--- config.mk ---
export PLATFORM = sky130hd
export DESIGN_NAME = card_shoe_dealer
export DESIGN_NICKNAME = d
export VERILOG_FILES = /design/src/rtl/card_pkg.sv /design/src/rtl/hand_score.sv /design/src/rtl/card_shoe_dealer.sv
export SDC_FILE = /design/constraint.sdc
export NUM_CORES = 1
export LEC_CHECK = 0
export ABC_AREA = 0
export CORE_ASPECT_RATIO = 1.75
export CORE_UTILIZATION = 30
export CTS_BUF_LIST = sky130_fd_sc_hd__clkbuf_2 sky130_fd_sc_hd__clkbuf_4 sky130_fd_sc_hd__clkbuf_8
export DETAILED_ROUTE_END_ITERATION = 10
export GPL_ROUTABILITY_DRIVEN = 0
export SETUP_SLACK_MARGIN = 0.4
export SLEW_MARGIN = 20
export SYNTH_ARGS = -nofsm -noshare
export SYNTH_HDL_FRONTEND = slang
export SYNTH_SLANG_ARGS = --single-unit
--- constraint.sdc ---
create_clock -name slow_clock -period 5.67 [get_ports slow_clock]
set_input_delay 0.8505 -clock slow_clock [delete_from_list [all_inputs] [get_ports slow_clock]]
set_output_delay 0.8505 -clock slow_clock [all_outputs]
set_load 0.05 [all_outputs]
--- src/rtl/card_pkg.sv ---
// Shared types and helpers for the card shoe dealer and its hand scorer.
// Ranks are 1..13 (A..K); 0 marks an empty slot.
package card_pkg;

  localparam int NUM_RANKS      = 13;
  localparam int CARDS_PER_DECK = 52;

  typedef logic [3:0] rank_t;

  typedef enum logic [2:0] {P1, P2, P3, D1, D2, D3} slot_e;

  typedef enum logic [1:0] {S_IDLE, S_SEARCH, S_DONE} state_e;

  // Baccarat value: pip cards count face value, tens and court cards count zero.
  function automatic logic [3:0] card_value(input rank_t r);
    return (r >= 4'd1 && r <= 4'd9) ? r : 4'd0;
  endfunction

endpackage

--- src/rtl/hand_score.sv ---
// Combinational baccarat hand total: sum of three card values, modulo 10.
module hand_score import card_pkg::*; (
  input  rank_t       card1,
  input  rank_t       card2,
  input  rank_t       card3,
  output logic [3:0]  score
);

  logic [4:0] sum;

  always_comb begin
    sum   = 5'(card_value(card1)) + 5'(card_value(card2)) + 5'(card_value(card3));
    score = 4'(sum % 5'd10);
  end

endmodule

--- src/rtl/card_shoe_dealer.sv ---
// Finite-shoe card dealer: serves load strobes by drawing from a free-running rank
// pointer, skipping depleted ranks, and exposes the six slots plus hand scores.
module card_shoe_dealer import card_pkg::*; #(
  parameter int DECKS = 1,
  parameter int CNT_W = 6
) (
  input  logic             slow_clock,
  input  logic             reset,
  input  logic             new_shoe,
  input  logic             new_hand,
  input  logic             load_pcard1,
  input  logic             load_pcard2,
  input  logic             load_pcard3,
  input  logic             load_dcard1,
  input  logic             load_dcard2,
  input  logic             load_dcard3,
  output logic [3:0]       pcard1,
  output logic [3:0]       pcard2,
  output logic [3:0]       pcard3,
  output logic [3:0]       dcard1,
  output logic [3:0]       dcard2,
  output logic [3:0]       dcard3,
  output logic [3:0]       pscore,
  output logic [3:0]       dscore,
  output logic [3:0]       pcard3_val,
  output logic             busy,
  output logic             card_valid,
  output logic             draw_fail,
  output logic             shoe_empty,
  output logic [CNT_W-1:0] cards_left
);

  localparam int COPIES  = 4 * DECKS;
  localparam int COUNT_W = $clog2(COPIES + 1);

  typedef logic [COUNT_W-1:0] count_t;

  state_e           state_q, state_d;
  slot_e            target_q, target_d;
  logic [3:0]       ptr_q, ptr_d;
  logic [3:0]       miss_q, miss_d;
  logic             ok_q, ok_d;
  logic [CNT_W-1:0] cards_left_q, cards_left_d;
  rank_t            slot_q [6];
  rank_t            slot_d [6];
  count_t           count_q [1:NUM_RANKS];
  count_t           count_d [1:NUM_RANKS];

  always_comb begin
    ptr_d        = (ptr_q == 4'(NUM_RANKS)) ? 4'd1 : ptr_q + 4'd1;
    state_d      = state_q;
    target_d     = target_q;
    miss_d       = miss_q;
    ok_d         = ok_q;
    cards_left_d = cards_left_q;
    slot_d       = slot_q;
    count_d      = count_q;

    if (new_shoe) begin
      state_d      = S_IDLE;
      miss_d       = 4'd0;
      ok_d         = 1'b0;
      cards_left_d = CNT_W'(CARDS_PER_DECK * DECKS);
      for (int i = 0; i < 6; i++) slot_d[i] = '0;
      for (int r = 1; r <= NUM_RANKS; r++) count_d[r] = count_t'(COPIES);
    end else begin
      case (state_q)
        S_IDLE: begin
          if (new_hand) begin
            for (int i = 0; i < 6; i++) slot_d[i] = '0;
          end
          // Strobes arriving together resolve player-first; the losers are dropped.
          if (load_pcard1 || load_pcard2 || load_pcard3 ||
              load_dcard1 || load_dcard2 || load_dcard3) begin
            if      (load_pcard1) target_d = P1;
            else if (load_pcard2) target_d = P2;
            else if (load_pcard3) target_d = P3;
            else if (load_dcard1) target_d = D1;
            else if (load_dcard2) target_d = D2;
            else                  target_d = D3;
            miss_d  = 4'd0;
            state_d = S_SEARCH;
          end
        end
        S_SEARCH: begin
          if (count_q[ptr_q] != '0) begin
            slot_d[target_q] = ptr_q;
            count_d[ptr_q]   = count_q[ptr_q] - count_t'(1);
            cards_left_d     = cards_left_q - CNT_W'(1);
            ok_d             = 1'b1;
            state_d          = S_DONE;
          end else if (miss_q == 4'd12) begin
            // Thirteen consecutive misses covered every rank: the shoe is empty.
            slot_d[target_q] = '0;
            ok_d             = 1'b0;
            state_d          = S_DONE;
          end else begin
            miss_d = miss_q + 4'd1;
          end
        end
        S_DONE:  state_d = S_IDLE;
        default: state_d = S_IDLE;
      endcase
    end
  end

  always_ff @(posedge slow_clock) begin
    if (reset) begin
      state_q      <= S_IDLE;
      target_q     <= P1;
      ptr_q        <= 4'd1;
      miss_q       <= 4'd0;
      ok_q         <= 1'b0;
      cards_left_q <= CNT_W'(CARDS_PER_DECK * DECKS);
      for (int i = 0; i < 6; i++) slot_q[i] <= '0;
      for (int r = 1; r <= NUM_RANKS; r++) count_q[r] <= count_t'(COPIES);
    end else begin
      state_q      <= state_d;
      target_q     <= target_d;
      ptr_q        <= ptr_d;
      miss_q       <= miss_d;
      ok_q         <= ok_d;
      cards_left_q <= cards_left_d;
      slot_q       <= slot_d;
      count_q      <= count_d;
    end
  end

  assign pcard1     = slot_q[P1];
  assign pcard2     = slot_q[P2];
  assign pcard3     = slot_q[P3];
  assign dcard1     = slot_q[D1];
  assign dcard2     = slot_q[D2];
  assign dcard3     = slot_q[D3];
  assign pcard3_val = card_value(slot_q[P3]);
  assign busy       = (state_q != S_IDLE);
  assign card_valid = (state_q == S_DONE) && ok_q;
  assign draw_fail  = (state_q == S_DONE) && !ok_q;
  assign cards_left = cards_left_q;
  assign shoe_empty = (cards_left_q == '0);

  hand_score u_player_score (
    .card1 (slot_q[P1]),
    .card2 (slot_q[P2]),
    .card3 (slot_q[P3]),
    .score (pscore)
  );

  hand_score u_dealer_score (
    .card1 (slot_q[D1]),
    .card2 (slot_q[D2]),
    .card3 (slot_q[D3]),
    .score (dscore)
  );

endmodule
Fig. 1: run 1, clock routing
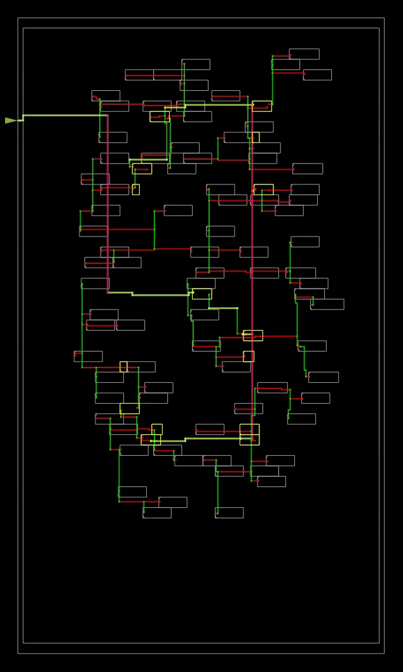
number of clock buffer instances in the layout: 10
total clock sinks: 83
Setup Skew: 0.01240 ns

Fig. 2: run 1, where the registers sit
(3 px per micron) Other sequential cells in the stronger gray, the rest of the logic in the fainter gray.
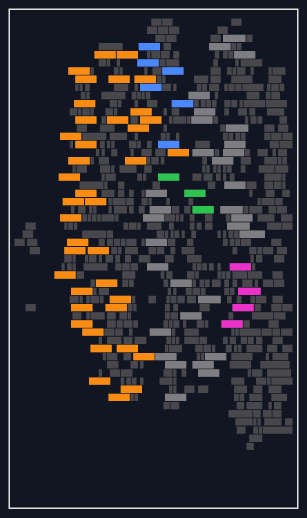
| netlist name | color | placed flops |
|---|---|---|
| `target_q` | green | 3 |
| `pcard2` | magenta | 4 |
| `cards_left` | blue | 6 |
| `count_q` | orange | 39 |
not colored: 31

Fig. 3: run 1, cell density map
(3 px per micron) 10 x 17 tiles, from black (low) to pale yellow (high), 0 to 100% covered.
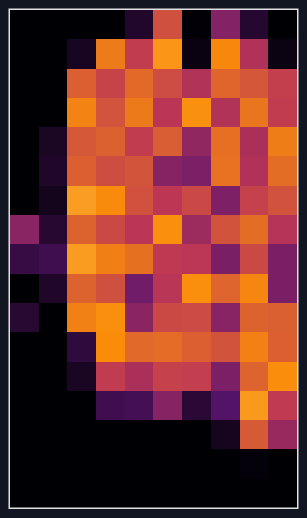
mean over tiles: 34%
emptiest ninth of the die: lower left
fullest tile: 79%
tiles over 75% full: 5.9%

==> run summary, run 1 <==
Status on the layout run. For this run, the chip area from Yosys synthesis comes to roughly 4600 sq um. Number of setup violations in the final report landed at 0. After synthesis, the largest area contributor takes up 36.10% of total cell area. Leaving out fill and tap cells, the most frequent cells in the layout are sky130_fd_sc_hd__dfxtp_1 (76), sky130_fd_sc_hd__nor2_1 (74), sky130_fd_sc_hd__clkdlybuf4s50_1 (49). Measured on the finished design, the core utilization comes to between 30% and 40%. Post-DP HPWL landed at approximately 9300 microns.

Detailed routing inserted a total of 4005 vias. Number of buffers inserted by hold repair at cts landed at 0. The routed wirelength on the met1 layer is recorded as 4621 microns.

Post-synthesis instance area landed at 4603 sq um. Per the synthesis report, the number of distinct cell types is 48. The floorplan has roughly 59 rows. The tightest hold path in the finished design has a slack of 0.4873 ns. Net switching power figure landed at about 0.00049 W. Proportion of power drawn by the clock network landed at a little over a quarter. First-iteration detailed-routing DRC count landed at 124. Number of slew-limit violations in the final report landed at 0. In this run switching power makes up a little over a third of total power. Setup repair after global routing left no endpoint under its margin. Cell area power density landed at 244.5 nW/um^2. After synthesis, the cell types taking the most area are sky130_fd_sc_hd__dfxtp_1 (36%), sky130_fd_sc_hd__ha_1 (6.3%), sky130_fd_sc_hd__nor2_1 (6.0%).

Counting only logic cells after layout, the most numerous master is sky130_fd_sc_hd__dfxtp_1. According to the report, the first pass of detailed routing completed in 5 iterations. The biggest area contributor in the post-synthesis netlist is sky130_fd_sc_hd__dfxtp_1. Floorplan core density landed at 30.87%. The flow ran to the end, and the final reports show no timing, DRC or antenna violations. Die outline height landed at about 170 microns. The detailed router reports a met2 wire length of roughly 6700 microns. Leakage power figure landed at about 2.2 nW. Met3 wire length landed at about 450 microns.

The first global-routing pass estimated 19420 microns of wire. Top fanout value on the critical path landed at 5. Once detail routing completed, the nets flagged for antenna violations numbered 0. The post-synth register bit count is around 83. Core area landed at between 10000 and 15000 sq um.

The transition time recorded at the tightest slew-check pin is approximately 0.8 ns. The analysis reports a worst IR drop on VDD of 0.09689 mV. Worst-case setup slack after placement landed at around 0.16 ns.

Sequential element share of the synthesized area landed at approximately 36%. The type recorded for the worst min-delay path is flop to flop. Signal arrival time at the worst endpoint landed at between 4 and 5 ns. Among all flip-flop cells after synthesis, the most frequent one is sky130_fd_sc_hd__dfxtp_1. Headroom to the max-slew limit landed at 47.66%. Per the CTS log, the maximum H-tree level is 3. At the end of the flow, the number of nets in the layout was between 600 and 700. Worst-case clock buffer depth landed at 2. Per the final layout report, the fraction of cells sized above drive strength 1 comes to a little over an eighth. Number of instances in the synthesized netlist landed at 538. The cell sitting at the root of the clock tree is a sky130_fd_sc_hd__clkbuf_8. TritonCTS created 9 clock buffers.

The area taken by sequential standard cells is reported as ~1700 sq um. Measured along the x axis, the die boundary spans about 96 microns. Once layout is complete, the cells apart from fillers number roughly 780. Mean number of vias per cell landed at slightly above 5. For reference, the final report shows the hold violation count at 0.

Proportion of register bits with asynchronous set or reset after synthesis landed at 0%. Average footprint of a synthesized cell landed at 8.556 sq um. Compared with the post-synthesis result, the final layout area differs by 23.62%.

The detailed placer reported the number of placed instances as about 760. Warnings raised by the tools during the run amount to 35. Initial antenna violation count landed at 0.

The detailed router used layers up to and including met4. The DRC violation total left in the routed layout is recorded as 0. The design draws around 0.0014 W.

Sequential share of power landed at between 40% and 50%. Final design area excluding fillers landed at 5690 sq um. STA classifies the critical path startpoint as a flop.

Number of antenna cells inserted landed at 0. Yosys stat counts ~540 cells in the synthesized netlist. At the later pin of the worst-skew pair, clock insertion delay measures 0.36 ns. Cell-internal power landed at 0.0009057 W. For this block, the routed nets add up to 12240 microns of wire. Via count of the first global-routing pass landed at 4018. Counting flops with a built-in enable in the synthesized netlist gives 0. For this run the aggregate overflow at the end of global routing stands at 0. Area of the chip landed at ~16000 sq um. Shortest clock period the worst path allows after layout landed at approximately 5.1 ns. around 56 I/O pins were placed. Portion of total power attributed to combinational logic landed at about 28%. Number of max-cap violations landed at 0. The placement stage leaves a total instance area of roughly 5400 sq um. Total negative setup slack landed at 0 ns. Entering global routing, the biggest net connects 39 pins. Across all setup checks in the final design, the least slack found is 0.5473 ns.

The registers of the reported paths see a clock transition of ~0.080 ns. The number of nets in the synthesized netlist is just under 600. Routed length per instance landed at 15.79 microns. Number of fill cells landed at 1500. The highest clock rate this design can be run at is 195.2 MHz.

In the global route stage, overall resource usage came out at roughly 16%.
## run 1: repair_timing
| item | CTS | global route |
|---|---|---|
| endpoints found under the hold margin | 0 | 0 |
| setup endpoints to repair | 6 | 6 |
| setup buffers | 3 | 2 |
| pin swaps | 1 | 3 |
| resized | 21 | 19 |
## run 1: synth_stat cells (all sizes together), types with 4 or more instances
master,count
a211oi,17
a21oi,37
a22oi,6
and2,9
and3,7
and3b,5
buf,10
clkbuf,16
dfxtp,83
fa,10
ha,23
inv,28
mux2,5
mux2i,14
mux4,6
nand2,43
nand2b,4
nand3,5
nor2,74
nor2b,16
nor3,16
nor3b,7
o21ai,46
o31a,4
xnor2,9
xor2,5
## run 1: worst paths after layout
path | from | to | slack (ns) | cells after the start
setup / recovery | dcard3[1] | dscore[2] | 0.55 | 16
hold / removal | count_q[14] | count_q[14] | 0.49 | 2
setup reg to reg | ptr_q[1] | count_q[9] | 1.81 | 10
hold reg to reg | count_q[14] | count_q[14] | 0.49 | 2
## run 1: sequential cells by signal (all words and copies together), names as in the netlist
name and flops:
dcard2 4, pcard1 4, pcard2 4, ptr_q 4, target_q 3, dcard1 4
state_q 2, dcard3 4, pcard3 4, ok_q 1, cards_left 6, miss_q 4
count_q 39
## run 1: worst max-delay path, cell delays in order, from the launching register on
cell and delay [ns]:
sky130_fd_sc_hd__dfxtp_1 0.40, sky130_fd_sc_hd__o21ai_0 0.10, sky130_fd_sc_hd__and2_1 0.18, sky130_fd_sc_hd__fa_1 0.42, sky130_fd_sc_hd__ha_1 0.21, sky130_fd_sc_hd__fa_1 0.41, sky130_fd_sc_hd__xor2_2 0.19, sky130_fd_sc_hd__inv_1 0.11
sky130_fd_sc_hd__ha_1 0.24, sky130_fd_sc_hd__o22ai_2 0.21, sky130_fd_sc_hd__xnor2_2 0.12, sky130_fd_sc_hd__ha_1 0.22, sky130_fd_sc_hd__o31a_1 0.34, sky130_fd_sc_hd__nor3_2 0.16, sky130_fd_sc_hd__mux2_4 0.21, sky130_fd_sc_hd__mux2i_2 0.21
sky130_fd_sc_hd__buf_6 0.18
## run 1: cells by family after synthesis
group,synth area share (%)
AND/OR/NAND/NOR,21.53
buffers and inverters,4.675
multiplexers,7.203
XOR/XNOR,2.664
AND-OR/OR-AND,17.23
adder cells (fa/ha/maj),10.60
flip-flops,36.10
## run 1: layout make-up
class,count,area share [%]
clock buffer,10,2.419
clock inverter,5,0.5277
multi-input combinational,401,50.64
timing repair buffer,65,11.15
inverter,28,1.847
sequential,83,29.40
tap,183,4.024
## run 1: power groups by stage
| stage | clock network (W) | registers (W) | logic, W |
|---|---|---|---|
| after global placement | 0 | 0.000636 | 0.000360 |
| final | 0.000376 | 0.000623 | 0.000392 |
| after floorplan | 0 | 0.000653 | 0.000243 |
| after global routing | 0.000413 | 0.000626 | 0.000423 |
| after CTS | 0.000388 | 0.000623 | 0.000379 |
| after detailed placement | 0 | 0.000637 | 0.000369 |
## run 1: per-layer routing
layer,vias to the layer above,track usage [%]
met5,-,0
met4,0,7.722
met3,32,2.976
met2,103,29.66
met1,1899,16.05
li1,1971,-
Fig. 4: run 1, M2 wires
(3 px per micron)
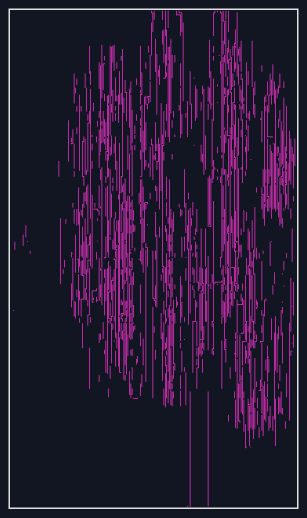

==> run 2, diff against run 1 <==
Settings changed: GPL_TIMING_DRIVEN set to 0, SKIP_CTS_REPAIR_TIMING set to 1.
Fig. 5: run 2, M2 wires
(3 px per micron)
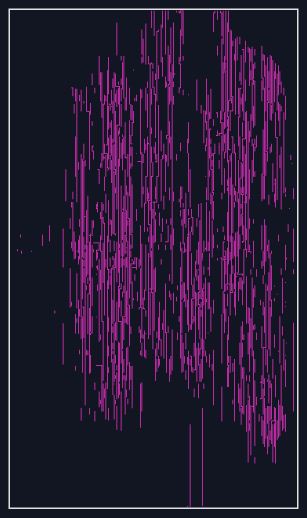
longest straight run: 73.1 microns
main direction: vertical
nets with wire on the layer: 564
met2 usage: 31.68%
wire length after detailed routing: 12620 microns
via total after detailed routing: 4067

==> run summary, run 2 <==
Status on the layout run. Run status: finished clean (unchanged). The worst setup slack for register-to-register paths was 1.67 ns (was 1.81 ns). The number of distinct library cells after synthesis came to 48 (unchanged). Maximum ir drop on the vdd rail landed at 0.09557 mV (was 0.09689 mV). Number of buffers created by CTS landed at 9 (unchanged). Clock skew after layout landed at 0.01101 ns (was 0.01240 ns). Total stage count of the critical path landed at 16 (unchanged).

The register bank with the most flops is count_q (unchanged). The peak-usage layer in the global routing report was met2 (unchanged). Number of standard cells in the layout, taps in and fillers out landed at 795 (was 775).

Longest individual stage delay on the worst path landed at 0.44 ns (was 0.42 ns). The master of the slowest instance on the critical path is sky130_fd_sc_hd__fa_1 (unchanged). Floorplan core density landed at 30.87% (unchanged). The fraction of layout cells with a size suffix above 1 came to 14.22% (was 13.34%). Latest clock arrival within the worst-skew pair landed at 0.36 ns (about the same). Top Layout Cells: sky130_fd_sc_hd__nor2_1 (74), sky130_fd_sc_hd__dfxtp_1 (68), sky130_fd_sc_hd__clkdlybuf4s50_1 (48) (was sky130_fd_sc_hd__dfxtp_1 (76), sky130_fd_sc_hd__nor2_1 (74), sky130_fd_sc_hd__clkdlybuf4s50_1 (49)). The TritonCTS sink count came to 83 (unchanged). Net count entering floorplan landed at 581 (unchanged).

The post-synthesis cell type with the largest instance count is sky130_fd_sc_hd__dfxtp_1 (unchanged). The type of origin of the critical path is a flop (unchanged). The core area is 14910 sq um (unchanged). The sequential element share of the synthesized area was 36.10% (unchanged). The layout net count is 650 (was 631). Mean number of vias per cell landed at 5.116 (was 5.168). Global-route track usage on met3 landed at 2.473% (was 2.976%). RSZ-0062 raised after global routing: yes (was no). Transition time of the tightest slew-check pin landed at 0.7820 ns (was 0.7851 ns). The end of the critical path was pscore[2] (was dscore[2]). The post-synthesis instance area is 4603 sq um (unchanged). The critical path launch point was pcard3[1] (was dcard3[1]). The number of max-cap violations came to 0 (unchanged). The depth of the worst register-to-register path was 15 (was 10). Cell count in the Yosys report landed at 538 (unchanged). The clock transition at the registers of the reported paths is 0.08 ns (about the same). Cell area power density landed at 247.8 nW/um^2 (was 244.5 nW/um^2). The first-iteration detailed-routing DRC count is 185 (was 124). The remaining global-route overflow was 0 (unchanged). Level count of the clock H-tree landed at 3 (unchanged). Top fanout value on the critical path landed at 5 (unchanged).

The largest net degree at the start of global routing was 13 (was 39). The worst hold-check path type was flop to flop (unchanged). The kind of cell adding the most delay to the critical path is adder cells (unchanged).

The destination of the worst register-to-register timing path was pcard2[2] (was count_q[9]). The register bit total from synthesis came to 83 (unchanged). The cell repeated most along the worst path is sky130_fd_sc_hd__ha_1 (unchanged). The via count of the first global-routing pass came to 4086 (was 4018). The total instance count after detailed placement came to 775 (was 755). The final tally of hold violations came to 0 (unchanged). Number of top-level pins landed at 56 (unchanged). Number of enable-type register cells in the synthesized netlist landed at 0 (unchanged). The global-route wire length before repair is 20120 microns (was 19420 microns).

The die width is 95.64 microns (unchanged). The commonest non-fill, non-tap cell in the layout is sky130_fd_sc_hd__nor2_1 (was sky130_fd_sc_hd__dfxtp_1). Number of flip-flops in the largest register landed at 39 (unchanged). The post-route DRC violation count was 0 (unchanged). The area added between synthesis and finish is 25.47% (was 23.62%). The number of slew-limit violations in the final report came to 0 (unchanged). Number of instances in the synthesized netlist landed at 538 (unchanged).

The total power draw was 0.001431 W (was 0.001391 W). Overall routing resource usage landed at 16.52% (was 15.83%). Number of setup violations in the final report landed at 0 (unchanged). Post-synthesis chip area from yosys landed at 4603 sq um (unchanged).

Number of instances on the worst hold path landed at 2 (unchanged).
run 2: cell counts after synthesis:
No cell type changed its count.
run 2: area by class of cell:
type / instances / area, sq um
Fill cell: 1514 / 9136
Multi-Input combinational cell: 401 / 2870
Sequential cell: 83 / 1688
Timing Repair Buffer: 58 / 574.3
Tap cell: 183 / 229.0
Clock buffer: 15 / 193.9
Buffer: 26 / 110.1
Inverter: 28 / 105.1
Clock inverter: 1 / 5.005
run 2: power by group:
part / total, W / internal (W) / switching (W)
sequential: 0.000614 / 0.000597 / 0.0000168
clock: 0.000419 / 0.000217 / 0.000202
combinational: 0.000399 / 0.000140 / 0.000259
total: 0.00143 / 0.000953 / 0.000478
run 2: worst min path at each step:
stage	to	slack (ns)	startpoint
2_1_floorplan	count_q[14]	0.45	count_q[14]
3_3_place_gp	count_q[25]	0.46	count_q[25]
3_5_place_dp	count_q[11]	0.47	count_q[11]
4_1_cts	count_q[11]	0.50	count_q[11]
5_1_grt	count_q[22]	0.53	count_q[22]
6_report	count_q[30]	0.49	count_q[30]
run 2: cell families (layout without fill, tap and decap cells):
group,Yosys count,after routing,synth area share (%)
xor+xnor,14,14,2.664
flops,83,83,36.10
mux,25,25,7.203
fa+ha+maj,33,33,10.60
compound gates,131,131,17.23
simple gates,198,198,21.53
buf+inv,54,128,4.675
run 2: metal layers:
layer	wire (microns)	up-vias
li1	-	2015
met1	4652	1933
met2	7059	99
met3	563	20
met4	341	0
met5	0	-
run 2: per-stage QoR:
stage,utilization (%),setup TNS (ns),worst slack (ns),instance area (sq um),hold slack [ns]
floorplan,-,0,0.2639,4681,0.4483
global placement,36.55,-0.01243,-0.01243,5450,0.4620
detailed placement,36.55,-0.1929,-0.1530,5450,0.4718
CTS,37.88,-2.504,-0.5620,5649,0.4972
global route,38.73,0,0.3046,5776,0.5253
finish,38.73,0,0.5089,5776,0.4927
run 2: worst reg2reg max path, cell delays in order (launching register included):
cell and delay (ns):
sky130_fd_sc_hd__dfxtp_1 0.37, sky130_fd_sc_hd__clkbuf_1 0.32, sky130_fd_sc_hd__buf_2 0.37, sky130_fd_sc_hd__mux2_2 0.38, sky130_fd_sc_hd__a221oi_1 0.39, sky130_fd_sc_hd__nor3_1 0.14, sky130_fd_sc_hd__a211oi_1 0.26, sky130_fd_sc_hd__ha_1 0.23
sky130_fd_sc_hd__ha_1 0.16, sky130_fd_sc_hd__clkbuf_1 0.28, sky130_fd_sc_hd__or3b_1 0.25, sky130_fd_sc_hd__buf_4 0.25, sky130_fd_sc_hd__nor2_1 0.07, sky130_fd_sc_hd__nor2_1 0.21, sky130_fd_sc_hd__o21ai_0 0.12, sky130_fd_sc_hd__a21oi_1 0.15
Power and IR drop assume default switching activity.
